==> src/rtl/mem_port_arbiter.sv <==
// Shares one single-port memory between the fetch (F) and memory (M) stages.
// M has priority; a starvation counter forces an F grant after STARVE_MAX back-to-back M wins.
module mem_port_arbiter #(
  parameter int AW         = 64,
  parameter int DW         = 64,
  parameter int MEM_LAT    = 2,
  parameter int STARVE_MAX = 4
) (
  input  logic          clk,
  input  logic          reset,
  input  logic          f_req,
  input  logic [AW-1:0] f_addr,
  output logic [DW-1:0] f_rdata,
  output logic          f_ack,
  input  logic          m_req,
  input  logic          m_we,
  input  logic [AW-1:0] m_addr,
  input  logic [DW-1:0] m_wdata,
  output logic [DW-1:0] m_rdata,
  output logic          m_ack,
  output logic          mem_en,
  output logic          mem_we,
  output logic [AW-1:0] mem_addr,
  output logic [DW-1:0] mem_wdata,
  input  logic [DW-1:0] mem_rdata,
  output logic          stall_F,
  output logic          stall_M
);

  // state  | meaning
  // IDLE   | sample requests, grant one and latch its access
  // ACCESS | mem_en strobe cycle, load the latency counter
  // WAIT   | count down the memory latency, capture read data at zero
  // DONE   | owner's ack pulse, back to IDLE
  typedef enum logic [1:0] {IDLE, ACCESS, WAIT, DONE} state_t;

  localparam logic [3:0] STARVE_LIM = 4'(STARVE_MAX);
  localparam logic [3:0] LAT_LOAD   = 4'(MEM_LAT - 1);

  state_t     state;
  logic       owner_f;
  logic [3:0] wait_cnt;
  logic [3:0] starve_cnt;
  logic       grant_m;

  // F is forced only when both are requesting and F has waited long enough
  assign grant_m = m_req && !(f_req && (starve_cnt == STARVE_LIM));

  assign stall_F = f_req & ~f_ack;
  assign stall_M = m_req & ~m_ack;

  always_ff @(posedge clk) begin
    if (reset) begin
      state      <= IDLE;
      owner_f    <= 1'b0;
      wait_cnt   <= '0;
      starve_cnt <= '0;
      f_ack      <= 1'b0;
      m_ack      <= 1'b0;
      f_rdata    <= '0;
      m_rdata    <= '0;
      mem_en     <= 1'b0;
      mem_we     <= 1'b0;
      mem_addr   <= '0;
      mem_wdata  <= '0;
    end else begin
      case (state)
        IDLE: begin
          f_ack <= 1'b0;
          m_ack <= 1'b0;
          if (grant_m) begin
            owner_f   <= 1'b0;
            mem_en    <= 1'b1;
            mem_we    <= m_we;
            mem_addr  <= m_addr;
            mem_wdata <= m_wdata;
            if (!f_req)
              starve_cnt <= '0;
            else if (starve_cnt != STARVE_LIM)
              starve_cnt <= starve_cnt + 4'd1;
            state <= ACCESS;
          end else if (f_req) begin
            owner_f    <= 1'b1;
            mem_en     <= 1'b1;
            mem_we     <= 1'b0;
            mem_addr   <= f_addr;
            mem_wdata  <= '0;
            starve_cnt <= '0;
            state      <= ACCESS;
          end
        end
        ACCESS: begin
          mem_en   <= 1'b0;
          wait_cnt <= LAT_LOAD;
          state    <= WAIT;
        end
        WAIT: begin
          if (wait_cnt == 4'd0) begin
            if (owner_f) begin
              f_rdata <= mem_rdata;
              f_ack   <= 1'b1;
            end else begin
              m_rdata <= mem_we ? '0 : mem_rdata;
              m_ack   <= 1'b1;
            end
            state <= DONE;
          end else begin
            wait_cnt <= wait_cnt - 4'd1;
          end
        end
        DONE: begin
          f_ack <= 1'b0;
          m_ack <= 1'b0;
          state <= IDLE;
        end
        default: state <= IDLE;
      endcase
    end
  end

endmodule
==> config.mk <==
export PLATFORM = sky130hd
export DESIGN_NAME = mem_port_arbiter
export DESIGN_NICKNAME = d
export VERILOG_FILES = /design/src/rtl/mem_port_arbiter.sv
export SDC_FILE = /design/constraint.sdc
export NUM_CORES = 1
export LEC_CHECK = 0
export ABC_CLOCK_PERIOD_IN_PS = 3500
export CAP_MARGIN = 40
export CELL_PAD_IN_SITES_DETAIL_PLACEMENT = 1
export CELL_PAD_IN_SITES_GLOBAL_PLACEMENT = 1
export CORE_AREA = 2 2 205 207
export DETAILED_ROUTE_END_ITERATION = 10
export DIE_AREA = 0 0 207 209
export GPL_ROUTABILITY_DRIVEN = 1
export PLACE_DENSITY_LB_ADDON = 0.1
export SLEW_MARGIN = 10
export SYNTH_ARGS = -nofsm -noshare
export SYNTH_HDL_FRONTEND = slang
export SYNTH_SLANG_ARGS = --single-unit
==> constraint.sdc <==
create_clock -name clk -period 3.5 [get_ports clk]
set_clock_uncertainty 0.1 [all_clocks]
set_input_delay 0.7 -clock clk [delete_from_list [all_inputs] [get_ports clk]]
set_output_delay 0.7 -clock clk [all_outputs]
set_load 0.05 [all_outputs]
==> reports/metrics.cfg <==
[global_routing]
grt_max_degree=207
grt_pass1_wl_um=75910
overflow=0

[power_and_ir_drop]
power_frac_seq_pct=29.9
intPower_mw=7.597
irDropWorstVdd_mv=0.4313
p_leak_nw=5.939
combPwrFrac_pct=43.6
switching_power_mw=5.683

[setup_path]
max_stage_delay_ns=0.70
worst_r2r_path_depth=6
rrSetupSlack_ns=0.96
cp_cell_sequence=clkdlybuf4s50_1 > nor2b_1 > buf_4
start_kind=input pin
timing.critical_path.to=stall_F
crit_path_top_delay_cell=clkdlybuf4s50_1
worst-path-max-fanout=9
cp_num_buf_inv=2
r2r_start=state[0]
arrival_ns=1.82
cp_num_cells=3

[timing]
slew_headroom_pct=23.89
worst_hold_slack_ns=0.3510
period_used_pct=74.73
final.min_clock_period_ns=2.615
clock.fmax_ghz=0.3823
rsz0062_at_grt=no
setup_viol=0

[logic_synthesis]
yosysWarnings=0
synth_area_um2=11150
edf_count=0
synth_seq_share_pct=48.66
synth_cells=1365
yosys_area_um2=11150
ys.flops=271
yosysUniqueCellTypes=43

[final_layout]
layout.cells.most_common=clkdlybuf4s50_1
finalNetCount=2050
area_growth_pct=59.73
final.fill_count=4742
final_layout_size_suffix_gt1_share_pct=5.383

[routing]
drt_iter0_markers=711
viasPerCell=5.247
totalWireLength_um=50500
drc=0
drt_pre_antenna_iters=5
final_antenna_net_count=0

[job]
warnings=38
maxCapViolCount=0

[floorplanning]
initCoreUtil_pct=27.00
die_area_um2=43260
io_pins=523
num_rows=75
core_area_um2=41290
dieHeight_um=209

[min_path]
hp-start=mem_wdata[27]
min_path_type=register to register

[outcome]
status=finished, final reports clean

[clock_network]
cts_resized=0
post_cts_buffers=0
cts_htree_levels=2
cts_tree=done

[placed_design]
hpwl_um=33220
io_buffer_count=522

state kept, by name, summed over array words and instances, names as in the netlist:
name	count
mem_en	1
mem_wdata	64
m_rdata	64
wait_cnt	4
mem_addr	64
owner_f	1
mem_we	1
f_rdata	64
starve_cnt	4
f_ack	1
m_ack	1
state	2
power groups by stage:
stage	combinational (mW)	clock [mW]	sequential, mW
finish	5.79	3.53	3.97
global placement	5.77	0	4.00
global route	6.16	3.74	4.03
floorplan	1.96	0	5.71
detailed placement	5.81	0	4.01
CTS	5.83	3.63	3.97
worst reg2reg max path, cell delays in order, from the launching register on:
cell and delay, ns:
dfxtp_1 0.33, inv_1 0.13, ha_1 0.41, nand4bb_4 0.64, buf_4 0.48, o21ai_0 0.18, a21oi_1 0.11
kinds of logic (layout without fill, tap and decap cells):
family                   count (synthesis)  count (layout)  synth area share [%]
AND/OR/NAND/NOR                        305             305                 14.92
multiplexers                             1               1               0.08979
other                                    0               4                     0
buffers and inverters                  180             617                 7.262
adder cells (fa/ha/maj)                  9               9                 1.010
flip-flops                             271             271                 48.66
AND-OR/OR-AND                          599             599                 28.06
metal layers:
| layer | GRT usage, % | wire [um] | vias up |
|---|---|---|---|
| met3 | 8.221 | 4140 | 60 |
| met5 | 0 | 43 | - |
| met4 | 6.108 | 903 | 6 |
| met1 | 26.60 | 21360 | 5999 |
| li1 | - | - | 5849 |
| met2 | 36.43 | 24050 | 390 |
through the flow:
stage               setup slack, ns  cells  instance area [um^2]  total power, mW
finish                       0.8845   2345                 17810            13.28
global route                 0.6731   2345                 17810            13.93
CTS                          0.8565   2341                 17800            13.42
detailed placement           0.7520   2283                 16680            9.824
global placement             0.7807   2282                 16650            9.769
floorplan                    0.8255   1365                 11150            7.672
cell usage after synthesis, drive strengths merged, types with 3 or more instances:
cell | count | area share (%)
nor2 | 6 | 0.20
a31oi | 67 | 3.8
nand4b | 3 | 0.24
buf | 62 | 3.3
nor2b | 3 | 0.17
a21oi | 260 | 12
ha | 9 | 1.0
nand3 | 71 | 3.2
a211oi | 3 | 0.20
dfxtp | 271 | 49
nand4 | 134 | 7.5
nand2 | 73 | 2.5
inv | 10 | 0.34
clkbuf | 108 | 3.7
o21ai | 259 | 12
worst min path at each step:
stage | endpoint | cells past startpoint | slack [ns]
4_1_cts | mem_wdata[42] | 2 | 0.35
5_1_grt | mem_wdata[3] | 2 | 0.37
6_report | mem_wdata[27] | 2 | 0.35
2_1_floorplan | state[1] | 2 | 0.37
3_3_place_gp | mem_wdata[37] | 2 | 0.34
3_5_place_dp | mem_wdata[42] | 2 | 0.34
cell type report:
type                    count  share of cell area (%)
inverters                  10                  0.2178
flip-flops and latches    271                   30.49
repair buffers            549                   31.40
diodes                      4                 0.05621
well taps                 539                   3.787
clock buffers              50                   6.036
multi-input cells         914                   27.78
clock inverters             8                  0.2389
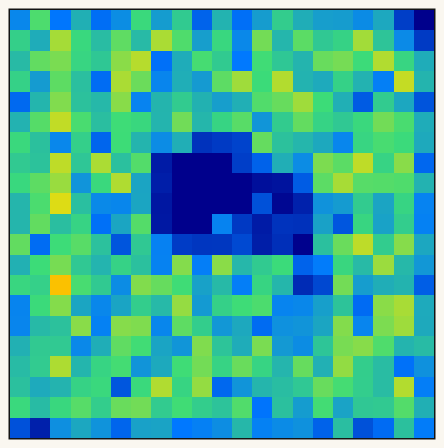
Figure 1: local utilization.
21 x 21 tiles, from dark blue (low) to red (high), 0 to 100% covered.
0.20% of the tiles are over 75% full. 3.6% of the tiles are nearly empty. The emptiest ninth of the die: middle. The fullest tile reaches 78%. The mean over all tiles is 40%.

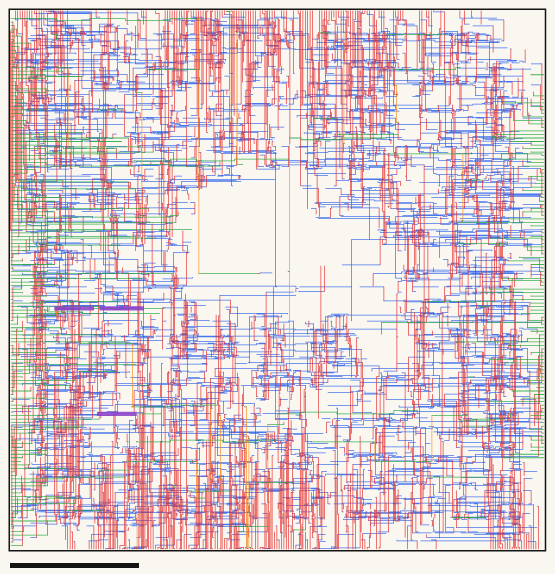
Figure 2: metal layers overlaid.
The bar under the picture is 50 um long.
Key: orange = metal 4 [wire length 904 um]; purple = metal 5 [wire length 43.2 um]; red = metal 2 [wire length 24.1 mm]; blue = metal 1 [wire length 21.4 mm]; green = metal 3 [wire length 4,140 um]
total track usage: 21.96%
via count: 12,300
WL/cell: 21.53 um

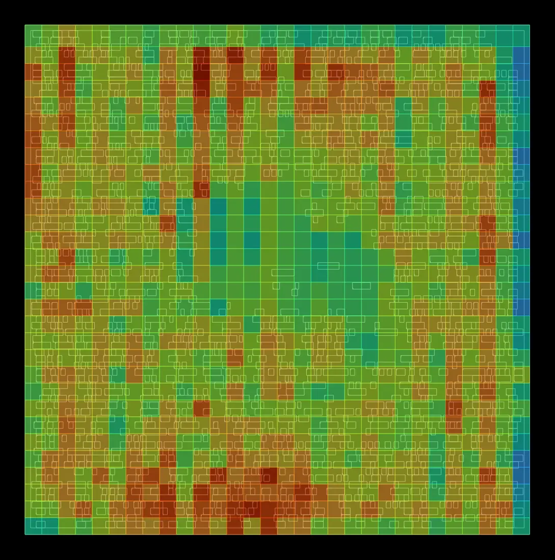
Figure 3: routing congestion map.
Global Route met1 Usage: 26.60%
grt met3 use: 8.221%
post-layout util: 43.13%
GR peak layer: met2

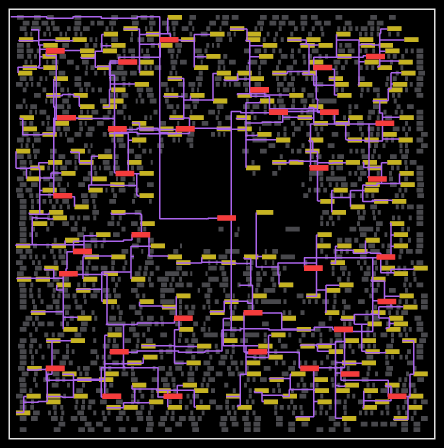
Figure 4: clock network drawn from the DEF.
Key: purple = clock wires [length 4,410 um]; yellow = flip-flops [count 271]; red = clock drivers [count 34]
Position of the flops: all over the die. There are 35 routed clock nets.
clock power share: 26.5%
Clock Latency Late Sink: 0.53 ns
P_clk: 3.53 mW

Power figures rest on the tool's default switching activity, not on a simulated workload.
